--- config.mk ---
export PLATFORM = sky130hd
export DESIGN_NAME = batch_row_reader
export DESIGN_NICKNAME = d
export VERILOG_FILES = /design/src/rtl/batch_row_reader.sv
export SDC_FILE = /design/constraint.sdc
export NUM_CORES = 1
export LEC_CHECK = 0
export ABC_AREA = 1
export CAP_MARGIN = 10
export CORE_ASPECT_RATIO = 1.25
export CORE_MARGIN = 4
export CORE_UTILIZATION = 30
export DETAILED_ROUTE_END_ITERATION = 8
export GPL_TIMING_DRIVEN = 0
export HOLD_SLACK_MARGIN = 0.02
export PLACE_DENSITY_LB_ADDON = 0.1
export SLEW_MARGIN = 20
export SYNTH_ARGS = -nofsm -noshare
export SYNTH_HDL_FRONTEND = slang
export SYNTH_SLANG_ARGS = --single-unit
--- constraint.sdc ---
create_clock -name i_clk -period 2.9 [get_ports i_clk]
set_input_delay 0.725 -clock i_clk [delete_from_list [all_inputs] [get_ports i_clk]]
set_output_delay 0.725 -clock i_clk [all_outputs]
set_load 0.05 [all_outputs]
--- src/rtl/batch_row_reader.sv ---
// batch_row_reader
// Consumer side of the batch buffer read conduits. It waits until both the
// data and the weight buffer hold a complete batch, then walks rows
// 0..ROWS-1. Each row pair is captured and offered to the compute array
// through a valid/ready handshake. The buffer read clock is i_clk, so the
// whole block is single-clock.

module batch_row_reader #(
  parameter int ROWS       = 8,
  parameter int ROW_W      = 3,
  parameter int DATA_W     = 64,
  parameter int RD_LATENCY = 1
) (
  input  logic              i_clk,
  input  logic              i_clr,
  input  logic              i_data_rd_ready,
  output logic [ROW_W-1:0]  o_data_rd_row,
  input  logic [DATA_W-1:0] i_data_row,
  input  logic              i_weight_rd_ready,
  output logic [ROW_W-1:0]  o_weight_rd_row,
  input  logic [DATA_W-1:0] i_weight_row,
  output logic              o_valid,
  input  logic              i_ready,
  output logic [DATA_W-1:0] o_data,
  output logic [DATA_W-1:0] o_weight,
  output logic [ROW_W-1:0]  o_row_idx,
  output logic              o_last,
  output logic              o_busy,
  output logic              o_done,
  output logic              o_abort
);

  // The wait counter must hold RD_LATENCY; keep at least one bit so that a
  // zero-latency build still has a legal vector.
  localparam int WAIT_W = (RD_LATENCY < 1) ? 1 : $clog2(RD_LATENCY + 1);
  localparam logic [ROW_W-1:0]  LAST_ROW  = ROW_W'(ROWS - 1);
  localparam logic [WAIT_W-1:0] WAIT_INIT = WAIT_W'(RD_LATENCY);

  typedef enum logic [1:0] {
    IDLE,
    FETCH,
    PRESENT,
    DONE
  } state_t;

  state_t state;
  state_t next_state;

  logic [ROW_W-1:0]  row;
  logic [WAIT_W-1:0] wait_cnt;

  logic both_ready;
  logic at_last_row;
  logic start_batch;
  logic abort_batch;
  logic fetch_wait;
  logic capture_row;
  logic accept_row;
  logic leave_done;

  assign both_ready      = i_data_rd_ready && i_weight_rd_ready;
  assign at_last_row     = (row == LAST_ROW);
  assign o_data_rd_row   = row;
  assign o_weight_rd_row = row;

  // State register; clearing returns to IDLE regardless of any batch in flight.
  always_ff @(posedge i_clk) begin
    if (i_clr) begin
      state <= IDLE;
    end else begin
      state <= next_state;
    end
  end

  // Next-state logic; a dropped rd_ready always wins over the handshake.
  always_comb begin
    next_state = state;
    case (state)
      IDLE: begin
        if (both_ready) begin
          next_state = FETCH;
        end
      end
      FETCH: begin
        if (!both_ready) begin
          next_state = IDLE;
        end else if (wait_cnt == '0) begin
          next_state = PRESENT;
        end
      end
      PRESENT: begin
        if (!both_ready) begin
          next_state = IDLE;
        end else if (i_ready) begin
          next_state = at_last_row ? DONE : FETCH;
        end
      end
      DONE: begin
        if (!both_ready) begin
          next_state = IDLE;
        end
      end
      default: next_state = IDLE;
    endcase
  end

  // Output and strobe decode from the current state and sampled inputs.
  always_comb begin
    o_busy      = (state == FETCH) || (state == PRESENT);
    start_batch = (state == IDLE) && both_ready;
    abort_batch = o_busy && !both_ready;
    fetch_wait  = (state == FETCH) && both_ready && (wait_cnt != '0);
    capture_row = (state == FETCH) && both_ready && (wait_cnt == '0);
    accept_row  = (state == PRESENT) && both_ready && i_ready;
    leave_done  = (state == DONE) && !both_ready;
  end

  // Row and read-latency counters; the row index stops at the last row and
  // returns to 0 whenever a batch ends or is abandoned.
  always_ff @(posedge i_clk) begin
    if (i_clr) begin
      row      <= '0;
      wait_cnt <= '0;
    end else begin
      if (start_batch) begin
        row      <= '0;
        wait_cnt <= WAIT_INIT;
      end
      if (fetch_wait) begin
        wait_cnt <= wait_cnt - WAIT_W'(1);
      end
      if (accept_row && !at_last_row) begin
        row      <= row + ROW_W'(1);
        wait_cnt <= WAIT_INIT;
      end
      if (abort_batch || leave_done) begin
        row <= '0;
      end
    end
  end

  // Captured row registers, valid flag and the one-cycle done/abort pulses.
  always_ff @(posedge i_clk) begin
    if (i_clr) begin
      o_valid   <= 1'b0;
      o_data    <= '0;
      o_weight  <= '0;
      o_row_idx <= '0;
      o_last    <= 1'b0;
      o_done    <= 1'b0;
      o_abort   <= 1'b0;
    end else begin
      o_done  <= 1'b0;
      o_abort <= 1'b0;
      if (capture_row) begin
        o_data    <= i_data_row;
        o_weight  <= i_weight_row;
        o_row_idx <= row;
        o_last    <= at_last_row;
        o_valid   <= 1'b1;
      end
      if (accept_row) begin
        o_valid <= 1'b0;
        o_done  <= at_last_row;
      end
      if (abort_batch) begin
        o_valid <= 1'b0;
        o_abort <= 1'b1;
      end
    end
  end

endmodule
final_placement.png
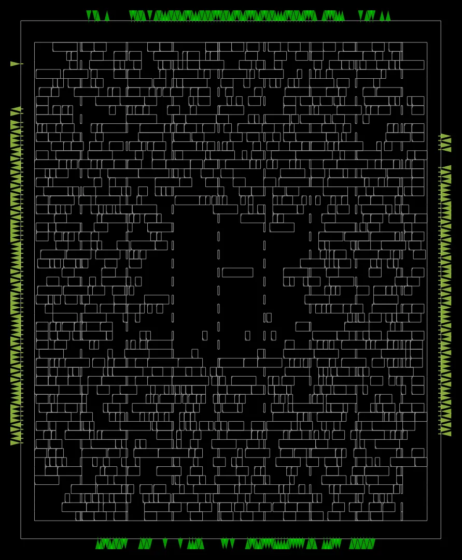
Cell Count, Final, Fillers Out: 1166
fill count: 1644

==> flow_summary.json <==
{
  "diodes": 0,
  "comb_area_um2": 2090,
  "post-route-period-util_pct": 93.2,
  "layout.cells.most_common": "clkdlybuf4s50_1",
  "port_buffers": 274,
  "tritoncts": "yes",
  "warnings": 29,
  "antenna_found_initial": 0,
  "core_um2": 17000,
  "hold_violations": 0,
  "synthTopCellsByArea": "dfxtp_1 (54%), nor2_1 (15%), o21ai_0 (8.8%)",
  "drt_wl_total_um": 16900,
  "post-place-cells": 1134,
  "finalSetupTns_ns": 0,
  "synth_warnings": 0,
  "via_count": 5131,
  "r2r_start": "state[1]",
  "maxSlewViolCount": 0,
  "netlist.area_leader.share_pct": 53.6,
  "syn_area_um2": 5270,
  "cts_resized": 0,
  "clock_cell_area_share_pct": 7.03,
  "power_leader": "the clock network",
  "cap_violations": 0,
  "cts_setup_buffers": 0,
  "fp_nets": 779,
  "status": "completed",
  "p_comb_share_pct": 23.5
}
clock_map.png
The bar under the picture is 50 µm long.
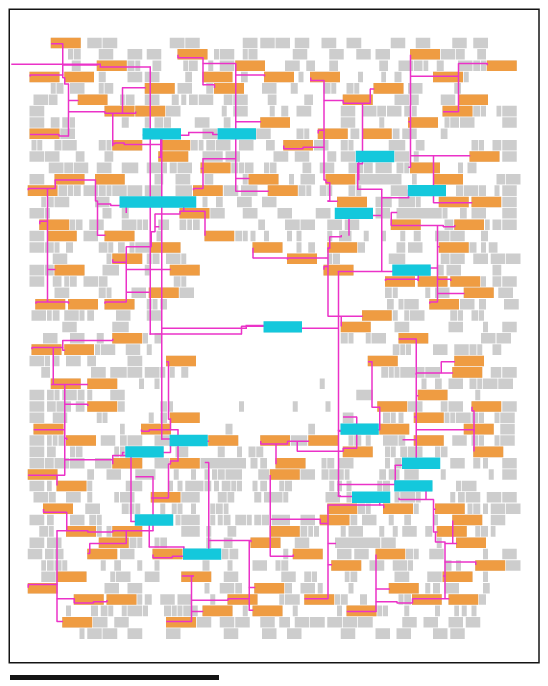
[cyan] cells driving clock nets | count: 17
[orange] flip-flops | count: 141
[magenta] clock wires | length: 1880 µm
flops lie: widely spread
routed clock nets: 18
Clock Power: 2.30 mW
clk ins delay skew pair: 0.42 ns
Clock power frac: 39.5%

state kept, by name (all words and copies together), names as in the netlist, 2 cells and up:
register and flops:
o_row_idx 3, o_data 64, o_data_rd_row 3, state 2, o_weight 64
worst reg2reg max path: cells and delay by family (launching register included):
family / cells / cell delay, ns
buffers and inverters: 3 / 0.62
AND/OR/NAND/NOR: 4 / 0.38
flip-flops: 1 / 0.36
adder cells (fa/ha/maj): 1 / 0.20
kinds of logic after synthesis:
logic type / after synthesis / synth area share, %
buf+inv: 54 / 6.65
compound gates: 139 / 13.3
fa+ha+maj: 6 / 1.43
simple gates: 300 / 25.1
flops: 141 / 53.6
layer usage:
metal	wire, µm	global-route usage (%)	up-vias
met5	0	0	-
met3	1750	7.53	25
met4	395	6.90	0
met2	8210	28.9	182
met1	6570	18.4	2281
li1	-	-	2643
Power is estimated from default activity; no workload was simulated.
